Figure 1. Cells by drive strength (run 1).
Drawn at 3 px/um.
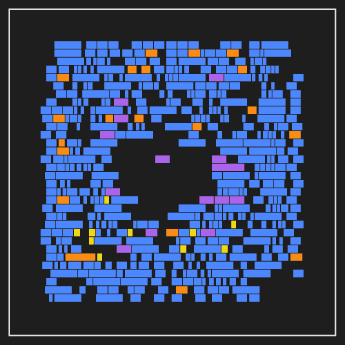
Figure 2. Cell classes on the final placement (run 1).
Drawn at 3 px/um.
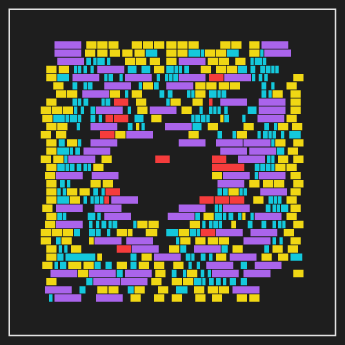
Figure 3. Zoomed window (run 1).
Window x 15 to 40, y 69 to 94 um. Cells in gray, sequential cells in the stronger gray; small squares are vias.
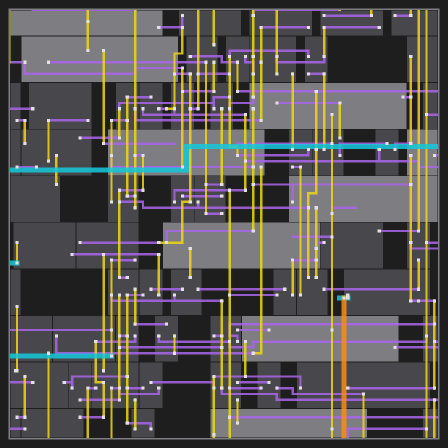
Figure 4. Congestion heat map (run 1).
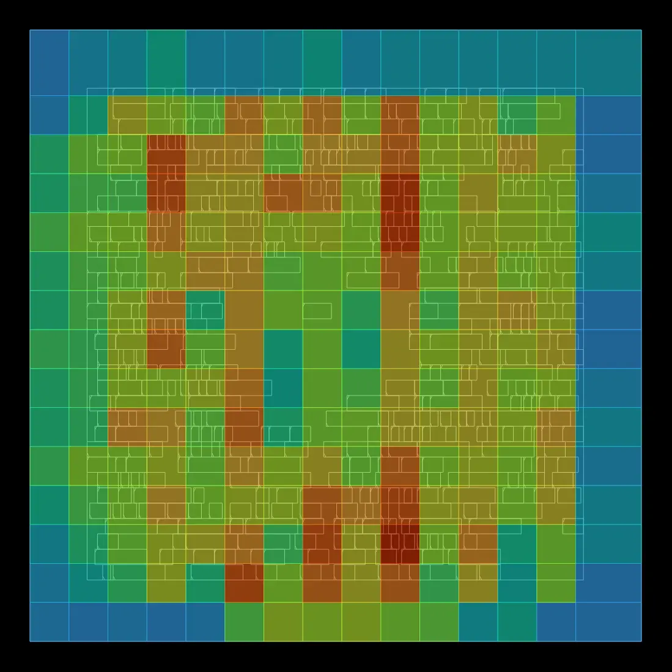
<file path="src/rtl/forward_activate_pkg.sv">
// Shared definitions for the forward activation stage: mode encoding,
// accumulator width helper and the leaky-ReLU shift amount.
package forward_activate_pkg;

  typedef enum logic {
    MODE_TEST  = 1'b0,
    MODE_TRAIN = 1'b1
  } mode_e;

  // A lane accumulates NP products of WF-bit operands plus bias.
  function automatic int acc_width(input int np, input int wf);
    return $clog2(np) + 1 + wf;
  endfunction

  localparam int LEAKY_SHIFT = 3;

endpackage

</file>
<file path="src/rtl/forward_activate_if.sv">
// Accumulator input bus plus the forked State / Mask output buses.
// slave = activation stage view, master = producer/consumer view.
interface forward_activate_if #(
  parameter int NC = 11,
  parameter int WA = 9,
  parameter int WF = 5
);
  logic             iMode;
  logic             iValid_AM_Accum;
  logic             oReady_AM_Accum;
  logic [NC*WA-1:0] iData_AM_Accum;
  logic             oValid_BM_State;
  logic             iReady_BM_State;
  logic [NC*WF-1:0] oData_BM_State;
  logic             oValid_BM_Mask;
  logic             iReady_BM_Mask;
  logic [NC-1:0]    oData_BM_Mask;

  modport slave (
    input  iMode, iValid_AM_Accum, iData_AM_Accum, iReady_BM_State, iReady_BM_Mask,
    output oReady_AM_Accum, oValid_BM_State, oData_BM_State, oValid_BM_Mask, oData_BM_Mask
  );

  modport master (
    output iMode, iValid_AM_Accum, iData_AM_Accum, iReady_BM_State, iReady_BM_Mask,
    input  oReady_AM_Accum, oValid_BM_State, oData_BM_State, oValid_BM_Mask, oData_BM_Mask
  );
endinterface

</file>
<file path="src/rtl/forward_activate_lane.sv">
// activate_lane: combinational saturate -> ReLU -> derivative mask for one
// accumulator lane. Leaky variant selected by FORWARD_ACTIVATE_LEAKY_EN.
module activate_lane
  import forward_activate_pkg::*;
#(
  parameter int WA = 9,
  parameter int WF = 5
) (
  input  logic signed [WA-1:0] i_acc,
  output logic        [WF-1:0] o_state,
  output logic                 o_mask
);
  localparam logic signed [WA-1:0] MAXV = WA'(2**(WF-1) - 1);
  localparam logic signed [WA-1:0] MINV = WA'(-(2**(WF-1)));
  localparam logic signed [WA-1:0] ZERO = '0;

  logic signed [WF-1:0] w_sat;
  logic signed [WF-1:0] w_neg;
  logic                 w_pos;

  // Clamp the wide accumulator into the signed WF-bit range.
  always_comb begin
    w_sat = i_acc[WF-1:0];
    if (i_acc > MAXV)      w_sat = MAXV[WF-1:0];
    else if (i_acc < MINV) w_sat = MINV[WF-1:0];
  end

  // s > 0 exactly when a > 0, so one compare serves both ReLU and mask.
  assign w_pos = (i_acc > ZERO);

`ifdef FORWARD_ACTIVATE_LEAKY_EN
  assign w_neg = w_sat >>> LEAKY_SHIFT;
`else
  assign w_neg = '0;
`endif

  assign o_state = w_pos ? w_sat : w_neg;
  assign o_mask  = w_pos;

endmodule

</file>
<file path="src/rtl/forward_activate.sv">
// forward_activate: NC-lane saturating ReLU stage between the forward MAC
// and the next layer. One head entry (plus a skid slot when BURST="yes")
// with independent State / Mask pending flags forming a two-way fork.
// Optional macro: FORWARD_ACTIVATE_LEAKY_EN (leaky ReLU in each lane).
module forward_activate
  import forward_activate_pkg::*;
#(
  parameter int    NP    = 7,
  parameter int    NC    = 11,
  parameter int    WF    = 5,
  parameter string BURST = "yes"
) (
  input logic               iCLK,
  input logic               iRST,
  forward_activate_if.slave bus
);
  localparam int WA   = acc_width(NP, WF);
  localparam bit SKID = (BURST == "yes");

  typedef struct packed {
    logic             train;
    logic [NC-1:0]    mask;
    logic [NC*WF-1:0] state;
  } entry_t;

  logic [NC*WF-1:0] w_state;
  logic [NC-1:0]    w_mask;
  entry_t           w_new;

  entry_t r_hd, r_sk;
  logic   r_pend_s, r_pend_m, r_sk_vld, r_rdy, r_live;

  logic w_hd_vld, w_s_hs, w_m_hs, w_s_left, w_m_left, w_hd_free;
  logic w_acc, w_ready, w_sk_nxt;

  for (genvar g = 0; g < NC; g++) begin : g_lane
    activate_lane #(.WA(WA), .WF(WF)) u_lane (
      .i_acc  (bus.iData_AM_Accum[g*WA +: WA]),
      .o_state(w_state[g*WF +: WF]),
      .o_mask (w_mask[g])
    );
  end

  assign w_new = '{train: (bus.iMode == MODE_TRAIN), mask: w_mask, state: w_state};

  // Head is occupied exactly while one of its flags is still pending.
  assign w_hd_vld  = r_pend_s | r_pend_m;
  assign w_s_hs    = r_pend_s & bus.iReady_BM_State;
  assign w_m_hs    = r_pend_m & bus.iReady_BM_Mask;
  assign w_s_left  = r_pend_s & ~w_s_hs;
  assign w_m_left  = r_pend_m & ~w_m_hs;
  // Head is empty after this edge: it was empty or both flags clear now.
  assign w_hd_free = ~w_s_left & ~w_m_left;

  // Skid mode: registered "skid empty". Single mode: "no entry held".
  assign w_ready = SKID ? r_rdy : (r_live & ~w_hd_vld);
  assign w_acc   = bus.iValid_AM_Accum & w_ready;

  // Skid occupancy after this edge, used to precompute the registered ready.
  assign w_sk_nxt = SKID & (w_hd_free ? (r_sk_vld & w_acc) : (r_sk_vld | w_acc));

  // Head/skid update: load, advance, retire and per-consumer flag clearing.
  always_ff @(posedge iCLK or posedge iRST) begin
    if (iRST) begin
      r_hd     <= '0;
      r_sk     <= '0;
      r_pend_s <= 1'b0;
      r_pend_m <= 1'b0;
      r_sk_vld <= 1'b0;
      r_rdy    <= 1'b0;
      r_live   <= 1'b0;
    end else begin
      r_live <= 1'b1;
      r_rdy  <= ~w_sk_nxt;
      if (w_hd_free) begin
        if (SKID && r_sk_vld) begin
          r_hd     <= r_sk;
          r_pend_s <= 1'b1;
          r_pend_m <= r_sk.train;
          r_sk_vld <= w_acc;
          if (w_acc) r_sk <= w_new;
        end else if (w_acc) begin
          r_hd     <= w_new;
          r_pend_s <= 1'b1;
          r_pend_m <= w_new.train;
        end else begin
          r_pend_s <= 1'b0;
          r_pend_m <= 1'b0;
        end
      end else begin
        r_pend_s <= w_s_left;
        r_pend_m <= w_m_left;
        if (SKID && w_acc) begin
          r_sk     <= w_new;
          r_sk_vld <= 1'b1;
        end
      end
    end
  end

  assign bus.oReady_AM_Accum = w_ready;
  assign bus.oValid_BM_State = r_pend_s;
  assign bus.oValid_BM_Mask  = r_pend_m;
  assign bus.oData_BM_State  = r_hd.state;
  assign bus.oData_BM_Mask   = r_hd.mask;

endmodule
</file>
<file path="src/flat_wrapper.sv">
// flat-port wrapper written by rule: the top's interface ports become plain ports
module forward_activate_flat import forward_activate_pkg::*;
#(
  parameter int    NP    = 7,
  parameter int    NC    = 11,
  parameter int    WF    = 5,
  parameter string BURST = "   "
)
  (iCLK, iRST, bus_iMode, bus_iValid_AM_Accum, bus_iData_AM_Accum, bus_iReady_BM_State, bus_iReady_BM_Mask, bus_oReady_AM_Accum, bus_oValid_BM_State, bus_oData_BM_State, bus_oValid_BM_Mask, bus_oData_BM_Mask);
  forward_activate_if #(.NC(NC), .WF(WF)) bus_i ();
  input logic iCLK;
  input logic iRST;
  input wire logic [$bits(bus_i.iMode)-1:0] bus_iMode;
  input wire logic [$bits(bus_i.iValid_AM_Accum)-1:0] bus_iValid_AM_Accum;
  input wire logic [$bits(bus_i.iData_AM_Accum)-1:0] bus_iData_AM_Accum;
  input wire logic [$bits(bus_i.iReady_BM_State)-1:0] bus_iReady_BM_State;
  input wire logic [$bits(bus_i.iReady_BM_Mask)-1:0] bus_iReady_BM_Mask;
  output wire logic [$bits(bus_i.oReady_AM_Accum)-1:0] bus_oReady_AM_Accum;
  output wire logic [$bits(bus_i.oValid_BM_State)-1:0] bus_oValid_BM_State;
  output wire logic [$bits(bus_i.oData_BM_State)-1:0] bus_oData_BM_State;
  output wire logic [$bits(bus_i.oValid_BM_Mask)-1:0] bus_oValid_BM_Mask;
  output wire logic [$bits(bus_i.oData_BM_Mask)-1:0] bus_oData_BM_Mask;
  assign bus_i.iMode = bus_iMode;
  assign bus_i.iValid_AM_Accum = bus_iValid_AM_Accum;
  assign bus_i.iData_AM_Accum = bus_iData_AM_Accum;
  assign bus_i.iReady_BM_State = bus_iReady_BM_State;
  assign bus_i.iReady_BM_Mask = bus_iReady_BM_Mask;
  assign bus_oReady_AM_Accum = bus_i.oReady_AM_Accum;
  assign bus_oValid_BM_State = bus_i.oValid_BM_State;
  assign bus_oData_BM_State = bus_i.oData_BM_State;
  assign bus_oValid_BM_Mask = bus_i.oValid_BM_Mask;
  assign bus_oData_BM_Mask = bus_i.oData_BM_Mask;
  forward_activate #(.NP(NP), .NC(NC), .WF(WF), .BURST(BURST)) u_core (.iCLK(iCLK), .iRST(iRST), .bus(bus_i));
endmodule
</file>
<file path="config.mk">
export PLATFORM = sky130hd
export DESIGN_NAME = forward_activate_flat
export DESIGN_NICKNAME = d
export VERILOG_FILES = /design/src/rtl/forward_activate_pkg.sv /design/src/rtl/forward_activate_if.sv /design/src/rtl/forward_activate_lane.sv /design/src/rtl/forward_activate.sv /design/src/flat_wrapper.sv
export SDC_FILE = /design/constraint.sdc
export NUM_CORES = 1
export LEC_CHECK = 0
export ABC_CLOCK_PERIOD_IN_PS = 2800
export CAP_MARGIN = 20
export CORE_MARGIN = 10
export CORE_UTILIZATION = 37
export DETAILED_ROUTE_END_ITERATION = 16
export GPL_TIMING_DRIVEN = 0
export PLACE_DENSITY = 0.8
export SYNTH_ARGS = -nofsm -noshare
export SYNTH_HDL_FRONTEND = slang
export SYNTH_SLANG_ARGS = --single-unit
</file>
<file path="constraint.sdc">
create_clock -name iCLK -period 2.8 [get_ports iCLK]
set_clock_uncertainty 0.1 [all_clocks]
set_input_delay 0.56 -clock iCLK [delete_from_list [all_inputs] [get_ports iCLK]]
set_output_delay 0.56 -clock iCLK [all_outputs]
set_load 0.1 [all_outputs]
</file>
==> results_dict.tcl, run 1 <==
# flow metrics
set metrics [dict create \
    status "complete, no violations" \
    cts_tree "done" \
    comb_cells 214 \
    slowest_delay_ns 1.17 \
    highest_layer "met4" \
    fmax_ghz 0.396 \
    rsz0062_at_grt "false" \
    comb_share_pct 22.1 \
    post-route-period-util_pct 90.2 \
    clockNetworkAreaShare_pct 4.27 \
    die-area_um2 11700 \
    fp.coreArea_um2 7650 \
    crit_start "u_core.bus.oData_BM_State[36]" \
    top_cells_by_area "dfrtp_1 (60%), nand2_1 (7.2%), nor2_1 (7.2%), o21ai_1 (5.2%), o21ai_0 (4.5%)" \
    synthAdderAreaFrac_pct 0 \
    dr.pass1.iters 4 \
    crit_end "bus_oData_BM_State[36]" \
    mux_share_pct 0 \
    synthArstFlopShare_pct 100 \
    ys_seq_share_pct 59.9 \
    dominant-cell-class "non-clock buffers" \
    seqPwrFrac_pct 28.9 \
    cp.depth 1 \
    met3_length_um 889 \
    setup_violations 0 \
    logic_area_um2 1100 \
    p_leak_nw 2.15 \
    syn-instance-count 295 \
    hold_end "u_core.bus.oData_BM_State[45]" \
    die_width_um 108 \
    cts_resized 0 \
    grt_pass1_wl_um 14500 \
    tns_ns 0 \
    post-place-ws_ns 0.392 \
    seq_power_mw 1.30 \
    inverters 4 \
    hpwl_um 7560 \
    clkbuf_count 13 \
    largest_register_ffs 55 \
    path_clk_slew_ns 0.07 \
    synth.avg_cell_area_um2 9.76 \
    compound_area_share_pct 9.95 \
    pin_count 174 \
    ys_sh_simple_pct 28.0 \
    final_antenna_net_count 0 \
    yosysTopAreaCellShare_pct 59.9 \
    switchingPower_mw 2.26 \
    fin_util_pct 64.8 \
    viasPerCell 4.70 \
    relSlewSlack_pct 31.8 \
    sw_frac_of_total_pct 50.2 \
    n_tap_cell 102 \
    combPwrFrac_pct 52.4 \
    grt_pass1_vias 2984 \
    vias 2752 \
    synth_area_leader_cell "dfrtp_1" \
    r2r_start "u_core.bus.oValid_BM_State" \
    met2_length_um 4630 \
    drc 0 \
    finalMaxSlewViolations 0 \
    clock-root-buffer "clkbuf_8" \
    ff_type "dfrtp_1" \
    worstSkewPairLatency_ns 0.33 \
    crit_chain "clkdlybuf4s50_1" \
    clock_sinks 69 \
    critPathKind "reg -> out" \
    flop_area_um2 1730 \
    worstPathRequired_ns 2.14 \
    power_density_nw_per_um2 906 \
    most_common_cell "dfrtp_1" \
    initCoreUtil_pct 37.7 \
    grt_max_degree 70 \
    fp_nets 400 \
    rr_endpoint "u_core.bus.oData_BM_State[1]" \
    wl_met1_um 3450 \
    endpoint_kind "output pin" \
    whs_ns 0.380 \
]
## Picture notes: Figure 1
| size | color | cells | share |
|---|---|---|---|
| _0 and _1 cells | blue | 440 | 91% |
| _6 and larger | purple | 14 | 2.9% |
| _2 cells | yellow | 10 | 2.1% |
| _3 and _4 cells | orange | 20 | 4.1% |
post-route cell area: 4960 um^2
Final WS setup: 0.276 ns
Signal buffers: 181
synth-to-layout area growth: 72.1%

## Picture notes: Figure 2
| class | color | cells | share of their area |
|---|---|---|---|
| sequential cells | purple | 69 | 36% |
| clock drivers and dummy loads | red | 16 | 4.4% |
| combinational and other logic | cyan | 218 | 23% |
| remaining buffers and delay cells | yellow | 181 | 37% |

## Picture notes: Figure 3
| layer | color |
|---|---|
| metal 4 | orange |
| metal 2 | yellow |
| metal 1 | purple |
| metal 3 | cyan |
netlist names of flops here include: u_core.bus.oData_BM_State (7), u_core.bus.oData_BM_Mask (1)
most frequent: clkdlybuf4s50_1 (12), nor2_1 (10)
sequential cells in the window: 8
cells with their middle in the window: 55

## Picture notes: Figure 4
post-DR wirelength/cell: 15.6 um
met1 Track Usage GR: 16.3%
met3 usage: 7.14%
met2 Use GR: 26.8%

Figure 5. Signal wires on met1 (run 1).
Drawn at 4 px/um.
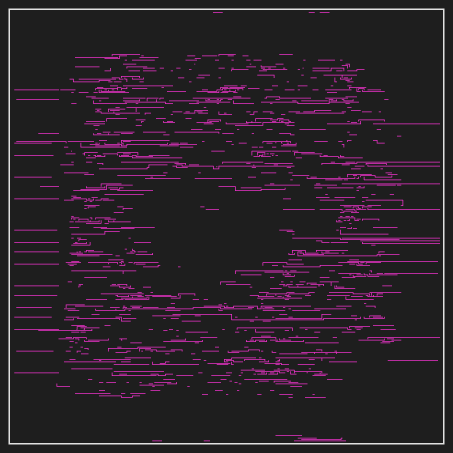

==> run 2: changes to the inputs <==
- CORE_ASPECT_RATIO: default -> 1.4
- CORE_UTILIZATION: 37 -> 38
- CTS_BUF_LIST: default -> sky130_fd_sc_hd__clkbuf_8
- GPL_ROUTABILITY_DRIVEN: default -> 0
- PLACE_DENSITY: 0.8 -> 0.82
Figure 6. Signal wires on met1 (run 2).
Drawn at 4 px/um.
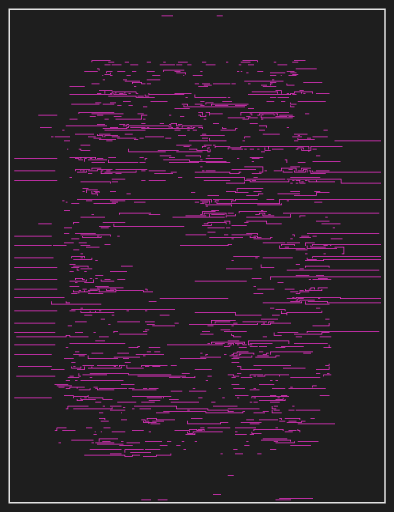
main direction: horizontal
share of all routed wire: 35%
wire length on this layer: 3330 um
longest straight run: 33.6 um
nets with wire on the layer: 514
met1 Track Usage GR: 16.4%
DRT Wirelength: 9550 um
vias: 2773

==> results_dict.tcl, run 2 <==
# flow metrics
set metrics [dict create \
    synth_area_leader_cell "dfrtp_1" \
    power_density_nw_per_um2 919 \
    fmax_ghz 0.390 \
    cts_tree "done" \
    dr.pass1.iters 4 \
    clock_sinks 69 \
    hpwl_um 7840 \
    crit_chain "clkdlybuf4s50_1" \
    drc 0 \
    status "complete, no violations" \
    post-route-period-util_pct 91.5 \
    compound_area_share_pct 9.95 \
    pin_count 174 \
    logic_area_um2 1100 \
    ff_type "dfrtp_1" \
    worstSkewPairLatency_ns 0.35 \
    met2_length_um 5220 \
    seqPwrFrac_pct 28.4 \
    clock-root-buffer "clkbuf_8" \
    area_growth_pct 72.3 \
    top_cells_by_area "dfrtp_1 (60%), nand2_1 (7.2%), nor2_1 (7.2%), o21ai_1 (5.2%), o21ai_0 (4.5%)" \
    comb_cells 214 \
    synth.avg_cell_area_um2 9.76 \
    endpoint_kind "output pin" \
    sw_frac_of_total_pct 50.2 \
    rsz0062_at_grt "false" \
    grt_max_degree 70 \
    buffers 181 \
    wl_per_cell_um 16.4 \
    ys_sh_simple_pct 28.0 \
    fp.coreArea_um2 7360 \
    clkbuf_count 10 \
    syn-instance-count 295 \
    hold_end "u_core.bus.oData_BM_State[33]" \
    cp.depth 1 \
    most_common_cell "dfrtp_1" \
    met3_length_um 772 \
]
Figure 7. Cell classes on the final placement (run 2).
Drawn at 3 px/um.
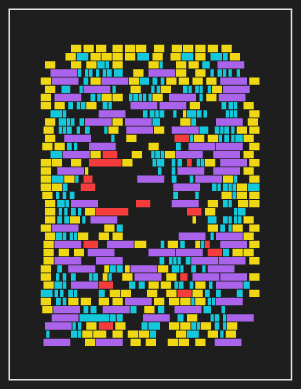
| class | color | cells | share of their area |
|---|---|---|---|
| sequential cells | purple | 69 | 36% |
| combinational and other logic | cyan | 218 | 23% |
| remaining buffers and delay cells | yellow | 181 | 37% |
| clock drivers and dummy loads | red | 16 | 4.6% |

Figure 8. Congestion heat map (run 2).
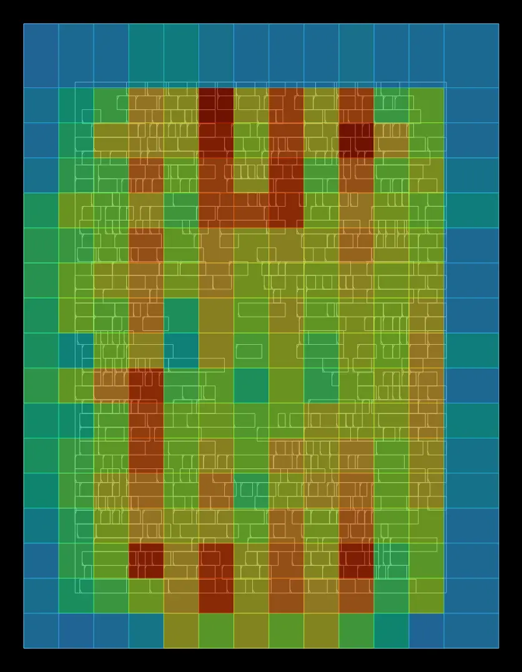

==> run 3: changes to the inputs <==
- CORE_UTILIZATION: 38 -> 25
- PLACE_DENSITY: 0.82 -> 0.57
Figure 9. Congestion heat map (run 3).
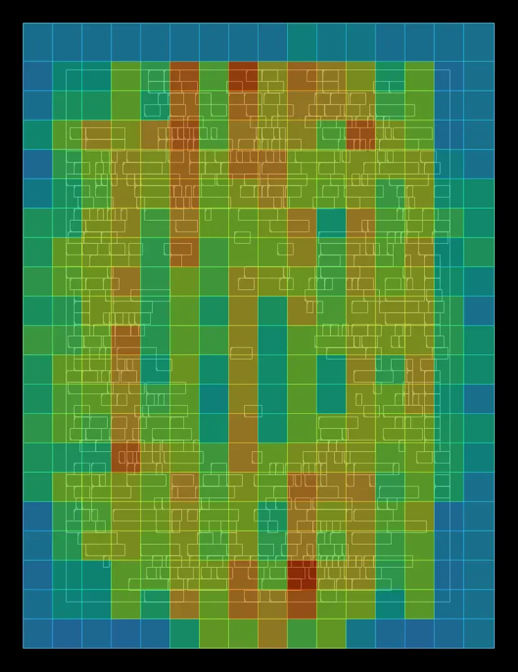
met2 Use GR: 20.8%
post-layout util: 44.2%

Figure 10. Cells by drive strength (run 3).
Drawn at 2 px/um.
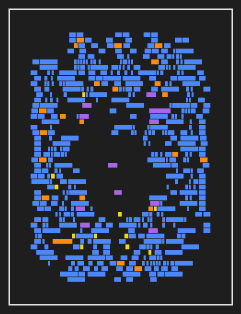
| size | color | cells | share |
|---|---|---|---|
| _3 and _4 cells | orange | 22 | 4.5% |
| _6 and larger | purple | 11 | 2.3% |
| _2 cells | yellow | 11 | 2.3% |
| _0 and _1 cells | blue | 440 | 91% |
synth-to-layout area growth: 73.1%
Final WS setup: 0.268 ns

==> results_dict.tcl, run 3 <==
# flow metrics
set metrics [dict create \
    drc 0 \
    highest_layer "met5" \
    comb_cells 214 \
    synthArstFlopShare_pct 100 \
    seq_power_mw 1.30 \
    power_density_nw_per_um2 894 \
    fin_area_um2 4980 \
    crit_chain "clkdlybuf4s50_1" \
    routed_wl_um 10100 \
    clock-root-buffer "clkbuf_8" \
    syn-instance-count 295 \
    synth-xor-area-share_pct 0 \
    post-place-ws_ns 0.391 \
    fp.coreArea_um2 11300 \
    die-area_um2 16300 \
    layout_top_cell "clkdlybuf4s50_1" \
    wl_per_cell_um 16.2 \
    status "complete, no violations" \
    tns_ns 0 \
    pin_count 174 \
    most_common_cell "dfrtp_1" \
    grtUsageTotal_pct 12.4 \
    logic_area_um2 1100 \
    clock_sinks 69 \
    synth_area_leader_cell "dfrtp_1" \
    post-route-period-util_pct 90.4 \
    worstSkewPairLatency_ns 0.34 \
    r2r_slack_ns 1.22 \
    clockBufferDepth 2 \
    setup_violations 0 \
    yosysTopAreaCellShare_pct 59.9 \
    period_minus_slack_ns 2.53 \
    sw_frac_of_total_pct 51.6 \
    row_count 46 \
    top_cells_by_area "dfrtp_1 (60%), nand2_1 (7.2%), nor2_1 (7.2%), o21ai_1 (5.2%), o21ai_0 (4.5%)" \
    endpoint_kind "output pin" \
    nonClkBufAreaFrac_pct 35.6 \
    grtUsageMet1_pct 13.5 \
    hpwl_um 8290 \
    grt_busiest_layer "met2" \
    buffers 181 \
    met2_length_um 5130 \
    initCoreUtil_pct 25.5 \
    grt_pass1_wl_um 16200 \
    hold_end "u_core.bus.oData_BM_State[33]" \
    grt_util_met3_pct 5.75 \
    cp.depth 1 \
    met3_length_um 889 \
    dr.pass1.iters 4 \
    openroad.warnings 26 \
    fmax_ghz 0.395 \
    cts_resized 1 \
    rsz0062_at_grt "false" \
    seqPwrFrac_pct 29.1 \
    crit_buf_inv 1 \
    ys_sh_simple_pct 28.0 \
    path_clk_slew_ns 0.08 \
    ff_type "dfrtp_1" \
    final_antenna_net_count 0 \
    rr_endpoint "u_core.bus.oData_BM_Mask[10]" \
    compound_area_share_pct 9.95 \
    clkbuf_count 9 \
    finalMaxSlewViolations 0 \
    synth.avg_cell_area_um2 9.76 \
    crit_fanout 3 \
    worstPathRequired_ns 2.14 \
    grt_max_degree 70 \
    worstHoldStart "u_core.bus.oData_BM_State[33]" \
    synthesis.area_um2 2880 \
    vias 2766 \
    inverters 4 \
    cts_tree "done" \
    die_width_um 111 \
    r2r_start "u_core.bus.oValid_BM_State" \
]
